[src/rtl/circuito_entrada.sv]
// Input stage of the game: collects each player's choice, then presents the
// players one at a time to circuito_saida together with the choice flags.
module circuito_entrada #(
  parameter int unsigned HOLD_CYCLES = 10
) (
  input  logic       CLK,
  input  logic       RESET_N,
  input  logic       START,
  input  logic [1:0] JA,
  input  logic [1:0] JB,
  input  logic [1:0] JC,
  input  logic [1:0] JD,
  input  logic       EA,
  input  logic       EB,
  input  logic       EC,
  input  logic       ED,
  output logic       INA,
  output logic       INB,
  output logic       INC,
  output logic       IND,
  output logic       IN00,
  output logic       IN01,
  output logic       IN10,
  output logic       BUSY,
  output logic       DONE,
  output logic       ERR
);

  typedef enum logic [1:0] {
    S_IDLE,
    S_COLLECT,
    S_PRESENT,
    S_FINISH
  } state_t;

  localparam logic [7:0] HOLD_LAST = 8'(HOLD_CYCLES - 1);

  state_t          r_state;
  logic [3:0][1:0] r_choice;
  logic [3:0]      r_locked;
  logic            r_err;
  logic [2:0]      r_flags;
  logic [3:0]      r_sel;
  logic [7:0]      r_hold;
  logic [1:0]      r_idx;
  logic            r_done;
  logic            r_busy;

  state_t          w_state_nx;
  logic [3:0][1:0] w_choice_nx;
  logic [3:0]      w_locked_nx;
  logic            w_err_nx;
  logic [2:0]      w_flags_nx;
  logic [3:0]      w_sel_nx;
  logic [7:0]      w_hold_nx;
  logic [1:0]      w_idx_nx;
  logic            w_done_nx;

  logic [3:0][1:0] w_j;
  logic [3:0]      w_e;

  assign w_j = {JD, JC, JB, JA};
  assign w_e = {ED, EC, EB, EA};

  always_comb begin
    w_state_nx  = r_state;
    w_choice_nx = r_choice;
    w_locked_nx = r_locked;
    w_err_nx    = r_err;
    w_flags_nx  = r_flags;
    w_sel_nx    = r_sel;
    w_hold_nx   = r_hold;
    w_idx_nx    = r_idx;
    w_done_nx   = 1'b0;
    unique case (r_state)
      S_IDLE: begin
        if (START) begin
          w_state_nx  = S_COLLECT;
          w_choice_nx = '0;
          w_locked_nx = '0;
          w_err_nx    = 1'b0;
          w_flags_nx  = '0;
        end
      end
      S_COLLECT: begin
        if (&r_locked) begin
          w_state_nx = S_PRESENT;
          w_sel_nx   = 4'b0001;
          w_hold_nx  = '0;
          w_idx_nx   = '0;
          w_flags_nx = '0;
          for (int i = 0; i < 4; i++) begin
            if (r_choice[i] == 2'b00) w_flags_nx[0] = 1'b1;
            if (r_choice[i] == 2'b01) w_flags_nx[1] = 1'b1;
            if (r_choice[i] == 2'b10) w_flags_nx[2] = 1'b1;
          end
        end else begin
          // A code of 11 flags an error but keeps the player free to retry.
          for (int i = 0; i < 4; i++) begin
            if (w_e[i] && !r_locked[i]) begin
              if (w_j[i] == 2'b11) begin
                w_err_nx = 1'b1;
              end else begin
                w_choice_nx[i] = w_j[i];
                w_locked_nx[i] = 1'b1;
              end
            end
          end
        end
      end
      S_PRESENT: begin
        if (r_hold == HOLD_LAST) begin
          w_hold_nx = '0;
          if (r_idx == 2'd3) begin
            w_state_nx = S_FINISH;
            w_sel_nx   = '0;
            w_done_nx  = 1'b1;
          end else begin
            w_idx_nx = r_idx + 2'd1;
            w_sel_nx = {r_sel[2:0], 1'b0};
          end
        end else begin
          w_hold_nx = r_hold + 8'd1;
        end
      end
      S_FINISH: begin
        w_state_nx = S_IDLE;
      end
      default: begin
        w_state_nx = S_IDLE;
      end
    endcase
  end

  always_ff @(posedge CLK or negedge RESET_N) begin
    if (!RESET_N) begin
      r_state  <= S_IDLE;
      r_choice <= '0;
      r_locked <= '0;
      r_err    <= 1'b0;
      r_flags  <= '0;
      r_sel    <= '0;
      r_hold   <= '0;
      r_idx    <= '0;
      r_done   <= 1'b0;
      r_busy   <= 1'b0;
    end else begin
      r_state  <= w_state_nx;
      r_choice <= w_choice_nx;
      r_locked <= w_locked_nx;
      r_err    <= w_err_nx;
      r_flags  <= w_flags_nx;
      r_sel    <= w_sel_nx;
      r_hold   <= w_hold_nx;
      r_idx    <= w_idx_nx;
      r_done   <= w_done_nx;
      r_busy   <= (w_state_nx != S_IDLE);
    end
  end

  assign {IND, INC, INB, INA} = r_sel;
  assign {IN10, IN01, IN00}   = r_flags;
  assign BUSY = r_busy;
  assign DONE = r_done;
  assign ERR  = r_err;

endmodule

[config.mk]
export PLATFORM = sky130hd
export DESIGN_NAME = circuito_entrada
export DESIGN_NICKNAME = d
export VERILOG_FILES = /design/src/rtl/circuito_entrada.sv
export SDC_FILE = /design/constraint.sdc
export NUM_CORES = 1
export LEC_CHECK = 0
export CORE_MARGIN = 5
export CORE_UTILIZATION = 53
export DETAILED_ROUTE_END_ITERATION = 10
export GPL_ROUTABILITY_DRIVEN = 1
export MAX_ROUTING_LAYER = met4
export PLACE_DENSITY = 0.86
export SYNTH_ARGS = -nofsm -noshare
export SYNTH_HDL_FRONTEND = slang
export SYNTH_SLANG_ARGS = --single-unit
[constraint.sdc]
create_clock -name CLK -period 2 [get_ports CLK]
set_input_delay 0.2 -clock CLK [delete_from_list [all_inputs] [get_ports CLK]]
set_output_delay 0.2 -clock CLK [all_outputs]
set_load 0.02 [all_outputs]
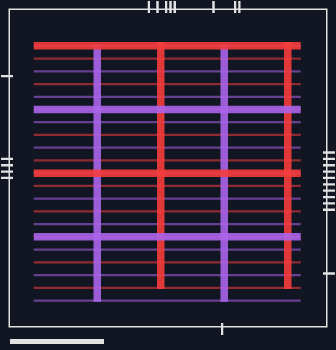
Run 1: floorplan with the power grid
The bar under the picture is 20 µm long. Pins as bars on the die edge.
[VSS] purple
[VDD] red
met1 rails: 21
signal pins: 25
core area: 3100 µm²
Die Wd: 67.5 µm

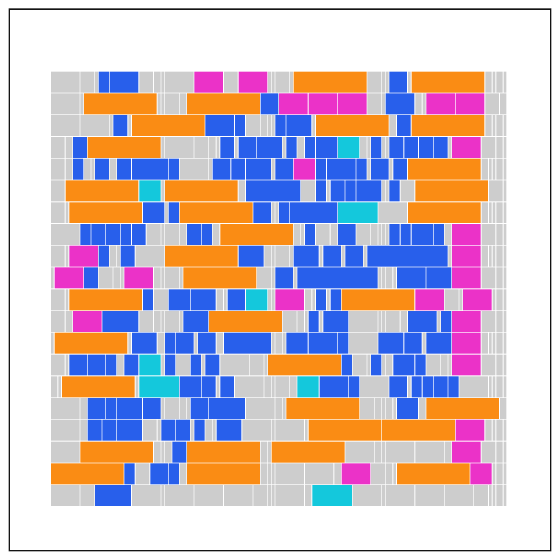
Run 1: cell classes on the final placement
Fill, decap, tap and diode cells in gray.
[remaining logic cells] blue | cells: 136
[sequential cells] orange | cells: 34
[remaining buffers and delay cells] magenta | cells: 26
[clock drivers and dummy loads] cyan | cells: 8
final cell utilization of the core: 0.685
fraction of area in registers: 0.400
Rows: 20
final instance area: 2120 µm²

==> results_slide.txt, run 1 <==
Implementation Results

Run status
  • Status: finished clean

Setup path
  • CP required: 2.27 ns
  • CP endpoint kind: flop
  • Worst-path fanout max: 14
  • Critical path startpoint category: flop
  • R2R Setup Slk: 0.19 ns
  • Top delay family on crit path: AND-OR/OR-AND gates
  • Bufs and invs on worst path: 0
  • WP data arrival: 2.07 ns
  • Worst path slowest cell: dfrtp_1
  • Slowest cell delay on critical path: 0.49 ns
  • Cells on worst reg2reg path: 4
  • Worst Setup Path Type: flop to flop
  • Worst path cell trace: and2b_2, a21oi_4, a2111oi_4, mux2i_1
  • Crit path depth: 4

Power
  • Switching power: 0.000980 W
  • Pwr Total: 0.00255 W
  • Sw Ratio: 0.384
  • Int Power: 0.00157 W
  • Combinational group share of total power: 0.388
  • Cell area power density: 1200 nW/µm²
  • Reg power frac: 0.429
  • Peak supply drop: 0.541 mV
  • LEAKAGE: 0.904 nW

Synth
  • Seq share, synth: 0.486
  • Chip area in the Yosys report: 1750 µm²
  • Syn avg cell area: 10.1 µm²
  • Top cells by area: dfrtp_1 49%, nand2_1 6.0%, o21ai_0 4.9%
  • Commonest cells in the netlist: 34 x dfrtp_1, 28 x nand2_1, 17 x o21ai_0
  • YS warnings: 0
  • Top cell area share: 0.486
  • Distinct lib cells used: 41
  • Synth Instances: 173
  • Ys flop type: dfrtp_1
  • Synth async-reset ratio: 1.00
  • Synth Cell Area: 1750 µm²
  • Yosys Instances: 173
  • Most numerous cell in the Yosys netlist: dfrtp_1
  • Ys flops: 34
  • Yosys top cell by area: dfrtp_1
  • EDFF count, synth: 0
  • Syn nets: 191

Hold path
  • Worst hold-check path type: input port to async pin

Placement
  • GP Congestion: 0.913
  • HPWL after DPL: 3050 µm
  • Port bufs: 24

Timing
  • Pins Over Slew Limit: 0
  • Worst-Margin Slew: 0.429 ns
  • Setup-failing EPs final: 0
  • Fmax achieved: 0.554 GHz
  • Setup TNS: 0 ns
  • Final min period: 1.81 ns
  • RSZ-0062 raised after global routing: no
  • Tcrit/Tclk final: 0.903
  • Max_slew headroom: 0.712
  • Fin. Hold Viols: 0

Clock tree
  • CTS H-Tree Depth: 2
  • Resized Gates After CTS: 0
  • CTS tree: yes
  • Clk root buf: clkbuf_4
  • Max clock buf depth: 2
  • Hold buffers post-CTS: 0
  • CTS Buf Count: 5
  • Setup bufs post-CTS: 0
  • Sink Count: 34
  • Clk latency late pin: 0.34 ns
  • Clk pin slew, worst setup/hold paths: 0.10 ns

Detailed routing
  • Via Count: 1452
  • Drt total wl: 4020 µm
  • Via density: 5.85
  • DR pass1 iterations: 4
  • Antenna viol nets, final: 0
  • DRC: 0
  • Met1 Wirelength: 1670 µm
  • DR WL met2: 2000 µm
  • DR top layer: met4
  • DRT iter0 DRCs: 84
  • Avg WL per Cell: 16.2 µm
  • Met3 wire len: 217 µm

Flow run
  • Total tool warning count: 27
  • Max Cap Viol: 0

Final layout
  • Final nets: 221
  • Area growth syn-to-layout: 21.3%
  • Diodes inserted: 0
  • Fraction of layout instances using a drive strength above 1: 0.0931

Global routing
  • Pin count of the biggest net entering global routing: 35
  • Vias in the first global route: 1454
  • Global-route wire length before repair: 6720 µm
  • Overall routing resource usage: 0.207
  • Initial antenna violation count: 0
  • Total congestion overflow: 0

Floorplanning
  • Top Ports: 25
  • Die Area: 4550 µm²
  • Pre-Place Util: 0.565
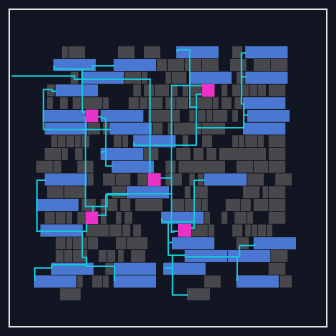
Run 1: routed clock nets over the placement
[clock-net drivers] magenta | count: 5
[clock wires] cyan | length: 424 µm
[flip-flops] blue | count: 34
routed clock nets: 6
clock share of power: 0.184
Worst Skew: 0.00743 ns

-- run 1: worst paths after layout --
| check | startpoint | to |
|---|---|---|
| setup / recovery | r_state[1] | r_choice[6] |
| hold / removal | RESET_N | r_choice[1] |
| setup reg to reg | r_state[1] | r_choice[6] |
| hold reg to reg | r_idx[0] | r_idx[0] |
| max in group asynchronous | RESET_N | r_sel[1] |
| min in group CLK | JC[1] | r_choice[5] |
-- run 1: stage by stage --
| step | setup WS, ns | cell area [µm²] | hold slack [ns] | cells |
|---|---|---|---|---|
| after floorplan | 0.473 | 1750 | -0.0956 | 173 |
| after global placement | 0.308 | 2050 | 0.469 | 240 |
| after detailed placement | 0.222 | 2050 | 0.484 | 240 |
| after CTS | 0.208 | 2120 | 0.265 | 248 |
| after global routing | 0.0564 | 2120 | 0.274 | 248 |
| final | 0.194 | 2120 | 0.255 | 248 |
-- run 1: cell type report --
class | instances | area (µm²)
Tap cell | 44 | 55.1
Clock buffer | 8 | 78.8
Fill cell | 278 | 978
Multi-Input combinational cell | 125 | 843
Inverter | 11 | 41.3
Timing Repair Buffer | 26 | 255
Sequential cell | 34 | 851
-- run 1: sequential cells by signal (all words and copies together) (netlist names) --
register	count
r_state	2
r_idx	2
DONE	1
r_choice	8
r_hold	8
r_flags	3
r_sel	4
r_locked	4
BUSY	1
ERR	1
-- run 1: power by group through the flow --
stage / registers, W / logic [W] / clock network (W)
after floorplan: 0.00111 / 0.000644 / 0
after global placement: 0.00109 / 0.000962 / 0
after detailed placement: 0.00110 / 0.000986 / 0
after CTS: 0.00109 / 0.000991 / 0.000477
after global routing: 0.00112 / 0.00109 / 0.000514
final: 0.00110 / 0.000990 / 0.000469
-- run 1: cells by family after synthesis --
family / count (synthesis) / synth area share
AND/OR/NAND/NOR: 65 / 0.207
AND-OR/OR-AND: 48 / 0.203
flip-flops: 34 / 0.486
buffers and inverters: 14 / 0.0329
multiplexers: 7 / 0.0400
adder cells (fa/ha/maj): 3 / 0.0214
XOR/XNOR: 2 / 0.0100
-- run 1: per-layer routing --
metal / track usage / up-vias
li1: - / 688
met1: 0.232 / 689
met2: 0.341 / 59
met3: 0.0466 / 16
met4: 0.111 / 0
met5: - / -
-- run 1: cell usage in the layout (no fill, tap or decap), types with 2 or more instances in the layout --
cell             synthesis  final
buf_4                    1      2
nand2_1                 28     28
a21o_1                   2      2
ha_1                     3      3
o22ai_1                  5      5
nor2_1                   5      5
o21ai_0                 17     17
clkdlybuf4s50_1          0     24
clkbuf_4                 0      5
o21ai_1                  2      2
and4_1                   3      3
nand4b_1                 5      5
inv_1                   10     10
mux2i_1                  7      7
nand2b_1                 5      5
clkbuf_8                 0      3
a31oi_1                  5      5
a21oi_4                  2      2
a2111oi_4                2      2
o21a_1                   3      3
xor2_1                   2      2
a21oi_1                  3      3
nand4_1                  3      3
o31ai_1                  2      2
dfrtp_1                 34     34
nand3_1                  6      6
==> run 1 -> run 2 <==
--- a/config.mk
+++ b/config.mk
@@ -5,6 +5,7 @@
 export SDC_FILE = /design/constraint.sdc
 export NUM_CORES = 1
 export LEC_CHECK = 0
+export CORE_ASPECT_RATIO = 1.4
 export CORE_MARGIN = 5
 export CORE_UTILIZATION = 53
 export DETAILED_ROUTE_END_ITERATION = 10
==> run 2 against run 1 <==
  * Die area up 0.35%
  * Total power up 5.3%
  * Final cell count down 2.0%
  * Highest routed layer unchanged
  * Critical path type unchanged
  * Critical path depth unchanged
  * Synthesized cell count unchanged
  * Utilization down 0.29 points
==> results_slide.txt, run 2 <==
Implementation Results

Setup path
  • WP data arrival: 2.02 ns
  • Critical path startpoint category: flop
  • CP endpoint kind: flop
  • Worst Setup Path Type: flop to flop
  • CP required: 2.21 ns
  • Worst-path fanout max: 14

Final layout
  • Fraction of layout instances using a drive strength above 1: 0.0931
  • Diodes inserted: 0
  • Cell Count, Final, Fillers Out: 243
  • Most instantiated logic cell after routing: dfrtp_1
  • Layout filler cell count: 244
  • Final cell utilization of the core: 0.682
  • Area growth syn-to-layout: 22.7%
  • Final nets: 221
  • Most frequent cells in the layout: 34 x dfrtp_1, 28 x nand2_1, 24 x clkdlybuf4s50_1
  • Largest registers: r_choice (8), r_hold (8)

Synth
  • Commonest cells in the netlist: 34 x dfrtp_1, 28 x nand2_1, 17 x o21ai_0
  • Synth async-reset ratio: 1.00
  • Synth Instances: 173
  • Adder Area Share: 0.0214
  • Main logic family: simple AND/OR/NAND/NOR gates
  • Most numerous cell in the Yosys netlist: dfrtp_1
  • Mux area share: 0.0400
  • Ys flops: 34
  • Yosys top cell by area: dfrtp_1
  • EDFF count, synth: 0
  • Post-Synth XOR/XNOR Area: 0.0100
  • Seq share, synth: 0.486
  • Post-Synth AOI/OAI Area: 0.203
  • Simple-gate share of the synthesized area: 0.207
  • Synth Cell Area: 1750 µm²
  • Top cell area share: 0.486
  • Distinct lib cells used: 41
  • Syn nets: 191
  • Ys flop type: dfrtp_1
  • Chip area in the Yosys report: 1750 µm²
  • Yosys Instances: 173
  • Top cells by area: dfrtp_1 49%, nand2_1 6.0%, o21ai_0 4.9%
  • YS warnings: 0
  • Syn avg cell area: 10.1 µm²

Placement
  • GP Congestion: 0.857
  • Pre-CTS WS: 0.200 ns
  • Port bufs: 24
  • HPWL after DPL: 3050 µm
  • Placed cells: 235

Timing
  • RSZ-0062 raised after global routing: no
  • Fin. Hold Viols: 0
  • Max_slew headroom: 0.686
  • Tcrit/Tclk final: 0.908
  • Hold slack: 0.311 ns
  • Worst-Margin Slew: 0.468 ns
  • Final WS setup: 0.185 ns
  • Setup-failing EPs final: 0
  • Fmax achieved: 0.551 GHz
  • Setup TNS: 0 ns
  • Pins Over Slew Limit: 0
  • Worst Skew: 0.00325 ns
  • Final min period: 1.82 ns

Global routing
  • Total congestion overflow: 0
  • Overall routing resource usage: 0.211
  • Global-route wire length before repair: 7060 µm
  • Initial antenna violation count: 0
  • Vias in the first global route: 1468
  • Pin count of the biggest net entering global routing: 35

Detailed routing
  • DRT iter0 DRCs: 48
  • Via Count: 1460
  • DR pass1 iterations: 4
  • Via density: 6.01
  • Avg WL per Cell: 17.2 µm
  • DRC: 0
  • Drt total wl: 4170 µm
  • Antenna viol nets, final: 0

Hold path
  • Worst hold-check path type: input port to async pin

Floorplanning
  • Top Ports: 25
  • Die Area: 4570 µm²
  • Core area: 3150 µm²
  • Rows: 24
  • Die Wd: 58.6 µm
  • Pre-Place Util: 0.556

Clock tree
  • Setup bufs post-CTS: 0
  • Resized Gates After CTS: 0
  • CTS tree: yes
  • Clk pin slew, worst setup/hold paths: 0.07 ns
  • Hold buffers post-CTS: 0
  • Max clock buf depth: 2
  • Sink Count: 34
  • Clk root buf: clkbuf_8
  • Clk latency late pin: 0.29 ns
  • CTS H-Tree Depth: 2

Power
  • Cell area power density: 1250 nW/µm²
  • LEAKAGE: 0.917 nW

Flow run
  • Total tool warning count: 27
  • Max Cap Viol: 0

Run status
  • Status: finished clean
## run 2: cell families after synthesis
group / count (synthesis)
buffers and inverters: 14
AOI/OAI and AO/OA: 48
DFF: 34
and+or+nand+nor: 65
adders and majority gates: 3
xor gates and xnor gates: 2
muxes: 7
## run 2: worst max-delay path, cell delays in order, from the launching register on
cell       delay [ns]
dfrtp_1          0.48
and2b_2          0.46
a21oi_4          0.14
a2111oi_4        0.40
mux2i_1          0.26
## run 2: layer usage
layer  part of all wire  vias up  track usage
li1                   -      693            -
met1               0.38      696        0.230
met2               0.53       56        0.342
met3              0.051       15       0.0575
met4              0.034        0        0.116
met5                  0        -            -
## run 2: final cells by class
cell class | instances | area (µm²) | share of cell area
Multi-Input combinational cell | 125 | 843 | 0.392
Inverter | 11 | 41.3 | 0.0192
Tap cell | 39 | 48.8 | 0.0227
Timing Repair Buffer | 26 | 255 | 0.119
Sequential cell | 34 | 851 | 0.396
Clock buffer | 8 | 110 | 0.0512
## run 2: final timing paths
path	from	to	slack (ns)	depth (start not counted)
worst max-delay path	r_state[1]	r_choice[6]	0.18	4
worst min register to register	r_flags[1]	r_flags[1]	0.52	2
min in group CLK	r_flags[1]	r_flags[1]	0.52	2
worst max register to register	r_state[1]	r_choice[6]	0.18	4
worst min-delay path	RESET_N	r_choice[2]	0.31	2
max in group asynchronous	RESET_N	r_sel[1]	1.39	2
## run 2: power breakdown
part	internal [W]	switching [W]
Combinational	0.000450	0.000545
Clock	0.000347	0.000245
Sequential	0.000887	0.000216
Total	0.00168	0.00101
## run 2: through the flow
step	total power [W]	area, µm²
6_report	0.00269	2150
3_5_place_dp	0.00210	2040
3_3_place_gp	0.00204	2040
5_1_grt	0.00286	2150
4_1_cts	0.00269	2150
2_1_floorplan	0.00175	1750
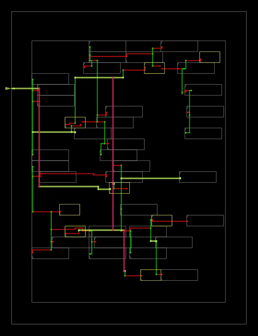
Run 2: clock wiring as the flow saved it
CTS Buf Count: 5
seq_cells: 34

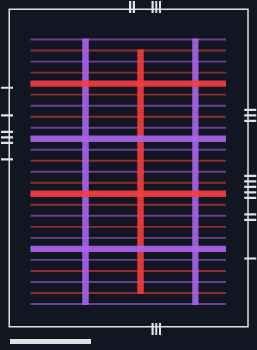
Run 2: floorplan with the power grid
The bar under the picture is 20 µm long. Pins as bars on the die edge.
vertical die size: 78.0 µm
Peak supply drop: 0.898 mV

==> run 2 -> run 3 <==
--- a/config.mk
+++ b/config.mk
@@ -6,12 +6,13 @@
 export NUM_CORES = 1
 export LEC_CHECK = 0
 export CORE_ASPECT_RATIO = 1.4
-export CORE_MARGIN = 5
-export CORE_UTILIZATION = 53
+export CORE_MARGIN = 2
+export CORE_UTILIZATION = 55
+export CTS_BUF_LIST = sky130_fd_sc_hd__clkbuf_4
 export DETAILED_ROUTE_END_ITERATION = 10
 export GPL_ROUTABILITY_DRIVEN = 1
 export MAX_ROUTING_LAYER = met4
-export PLACE_DENSITY = 0.86
+export PLACE_DENSITY = 0.88
 export SYNTH_ARGS = -nofsm -noshare
 export SYNTH_HDL_FRONTEND = slang
 export SYNTH_SLANG_ARGS = --single-unit
==> run 3 against run 2 <==
  * Non-clock buffer count did not move
  * Synthesized cell count did not move
  * Final cell count did not move
  * Count of clock-buffer cells in the layout fell by 2
  * Clock power fell by 35%
  * Register-to-register slack improved by 0.04 ns
  * Sequential power barely moved
  * Worst hold slack got worse by 0.060 ns
  * Largest power group unchanged
==> results_slide.txt, run 3 <==
Implementation Results

Global routing
  • GR Util met2: 0.437
  • Most used routing layer: met2
  • Total congestion overflow: 0
  • Pin count of the biggest net entering global routing: 35
  • Overall routing resource usage: 0.265
  • Grt met3 use: 0.0823
  • Vias in the first global route: 1483
  • Global-route wire length before repair: 6980 µm
  • Global Route met1 Usage: 0.293
  • Initial antenna violation count: 0

Placement
  • Port bufs: 24
  • Placed cells: 235

Run status
  • Status: finished clean

Synth
  • Ys flop type: dfrtp_1
  • Ys flops: 34
  • Syn nets: 191
  • Synth Cell Area: 1750 µm²
  • Chip area in the Yosys report: 1750 µm²
  • EDFF count, synth: 0
  • Distinct lib cells used: 41
  • Yosys top cell by area: dfrtp_1
  • Commonest cells in the netlist: 34 x dfrtp_1, 28 x nand2_1, 17 x o21ai_0
  • Syn avg cell area: 10.1 µm²
  • YS warnings: 0
  • Synth Instances: 173
  • Seq share, synth: 0.486
  • Most numerous cell in the Yosys netlist: dfrtp_1
  • Top cells by area: dfrtp_1 49%, nand2_1 6.0%, o21ai_0 4.9%

Final layout
  • Most frequent cells in the layout: 34 x dfrtp_1, 28 x nand2_1, 24 x clkdlybuf4s50_1
  • Cell Count, Final, Fillers Out: 243
  • Diodes inserted: 0
  • Area growth syn-to-layout: 19.5%
  • Largest registers: r_choice (8), r_hold (8)
  • Final nets: 221
  • Fraction of layout instances using a drive strength above 1: 0.0882
  • Most instantiated logic cell after routing: dfrtp_1

Timing
  • Setup-failing EPs final: 0
  • Tcrit/Tclk final: 0.887
  • Setup TNS: 0 ns
  • RSZ-0062 raised after global routing: no
  • Pins Over Slew Limit: 0
  • Final min period: 1.77 ns
  • Fin. Hold Viols: 0
  • Worst-Margin Slew: 0.452 ns
  • Max_slew headroom: 0.696

Detailed routing
  • Avg WL per Cell: 16.9 µm
  • DR pass1 iterations: 4
  • Via density: 6.09
  • Antenna viol nets, final: 0
  • DRC: 0
  • DRT iter0 DRCs: 49
  • Via Count: 1479
  • Drt total wl: 4110 µm

Setup path
  • Reg-to-Reg Start: r_state[1]
  • R2R Setup Slk: 0.23 ns
  • Worst Setup Path Type: flop to flop
  • Critical path startpoint category: flop
  • WP data arrival: 2.04 ns
  • Cells on worst reg2reg path: 4
  • Worst-path fanout max: 14
  • CP required: 2.26 ns
  • CP endpoint kind: flop
  • Reg2Reg Capture Point: r_choice[7]

Clock tree
  • Setup bufs post-CTS: 0
  • CTS tree: yes
  • Clk root buf: clkbuf_4
  • Clk pin slew, worst setup/hold paths: 0.10 ns
  • CTS Buf Count: 5
  • CTS H-Tree Depth: 2

Floorplanning
  • Rows: 24
  • Pre-Place Util: 0.566
  • Die Area: 3660 µm²
  • Die Wd: 51.7 µm
  • Top Ports: 25

Flow run
  • Max Cap Viol: 0
  • Total tool warning count: 27
==> run 3: cells by family (layout without fill, tap and decap cells) <==
logic type	after synthesis	after routing	synth area share
mux	7	7	0.0400
buf+inv	14	45	0.0329
xor+xnor	2	2	0.0100
flops	34	34	0.486
compound gates	48	48	0.203
simple gates	65	65	0.207
fa+ha+maj	3	3	0.0214
==> run 3: final cells by class <==
| cell class | count | area (µm²) |
|---|---|---|
| clock buffer | 6 | 45.0 |
| sequential | 34 | 851 |
| fill | 236 | 1000 |
| inverter | 11 | 41.3 |
| clock inverter | 2 | 8.76 |
| tap | 39 | 48.8 |
| timing repair buffer | 26 | 255 |
| multi-input combinational | 125 | 843 |
==> run 3: metal layers <==
layer / wire length [µm] / share of wire / up-vias
met5: 0 / 0 / -
met4: 93 / 0.023 / 0
met3: 188 / 0.046 / 10
met2: 2220 / 0.54 / 52
met1: 1600 / 0.39 / 731
li1: - / - / 686
==> run 3: worst max path at each step <==
stage	startpoint	endpoint	slack (ns)	cells past startpoint
2_1_floorplan	r_hold[0]	r_hold[7]	0.47	5
3_3_place_gp	START	r_choice[7]	0.31	5
3_5_place_dp	START	r_choice[6]	0.24	5
4_1_cts	r_state[1]	r_choice[7]	0.23	4
5_1_grt	r_state[0]	r_choice[6]	0.12	4
6_report	r_state[1]	r_choice[7]	0.23	4
==> run 3: worst max-delay path: stages, from the launching register on <==
cell	delay, ns
dfrtp_1	0.48
and2b_2	0.45
a21oi_4	0.14
a2111oi_4	0.39
mux2i_1	0.23
==> run 3: report_power, final <==
part	internal (W)	switching, W
Sequential	0.000885	0.000217
Combinational	0.000450	0.000546
Clock	0.000146	0.000237
==> run 3: metrics by stage <==
step	setup WS, ns	util	area [µm²]	hold WS, ns	power (W)
final	0.225	0.677	2090	0.251	0.00248
after detailed placement	0.238	0.659	2040	0.486	0.00209
after global placement	0.312	0.659	2040	0.470	0.00204
after global routing	0.119	0.677	2090	0.268	0.00264
after CTS	0.232	0.677	2090	0.256	0.00248
after floorplan	0.473	-	1750	-0.0956	0.00175
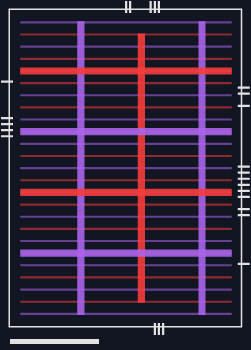
Run 3: floorplan with the power grid
The bar under the picture is 20 µm long. Pins as bars on the die edge.
vertical die size: 70.8 µm
Peak supply drop: 0.736 mV

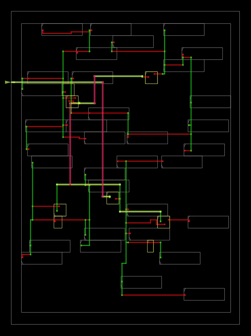
Run 3: clock wiring as the flow saved it
clock buf count: 6
clk latency late pin: 0.34 ns
Worst Skew: 0.0145 ns
Sink Count: 34

Power and IR drop assume default switching activity.
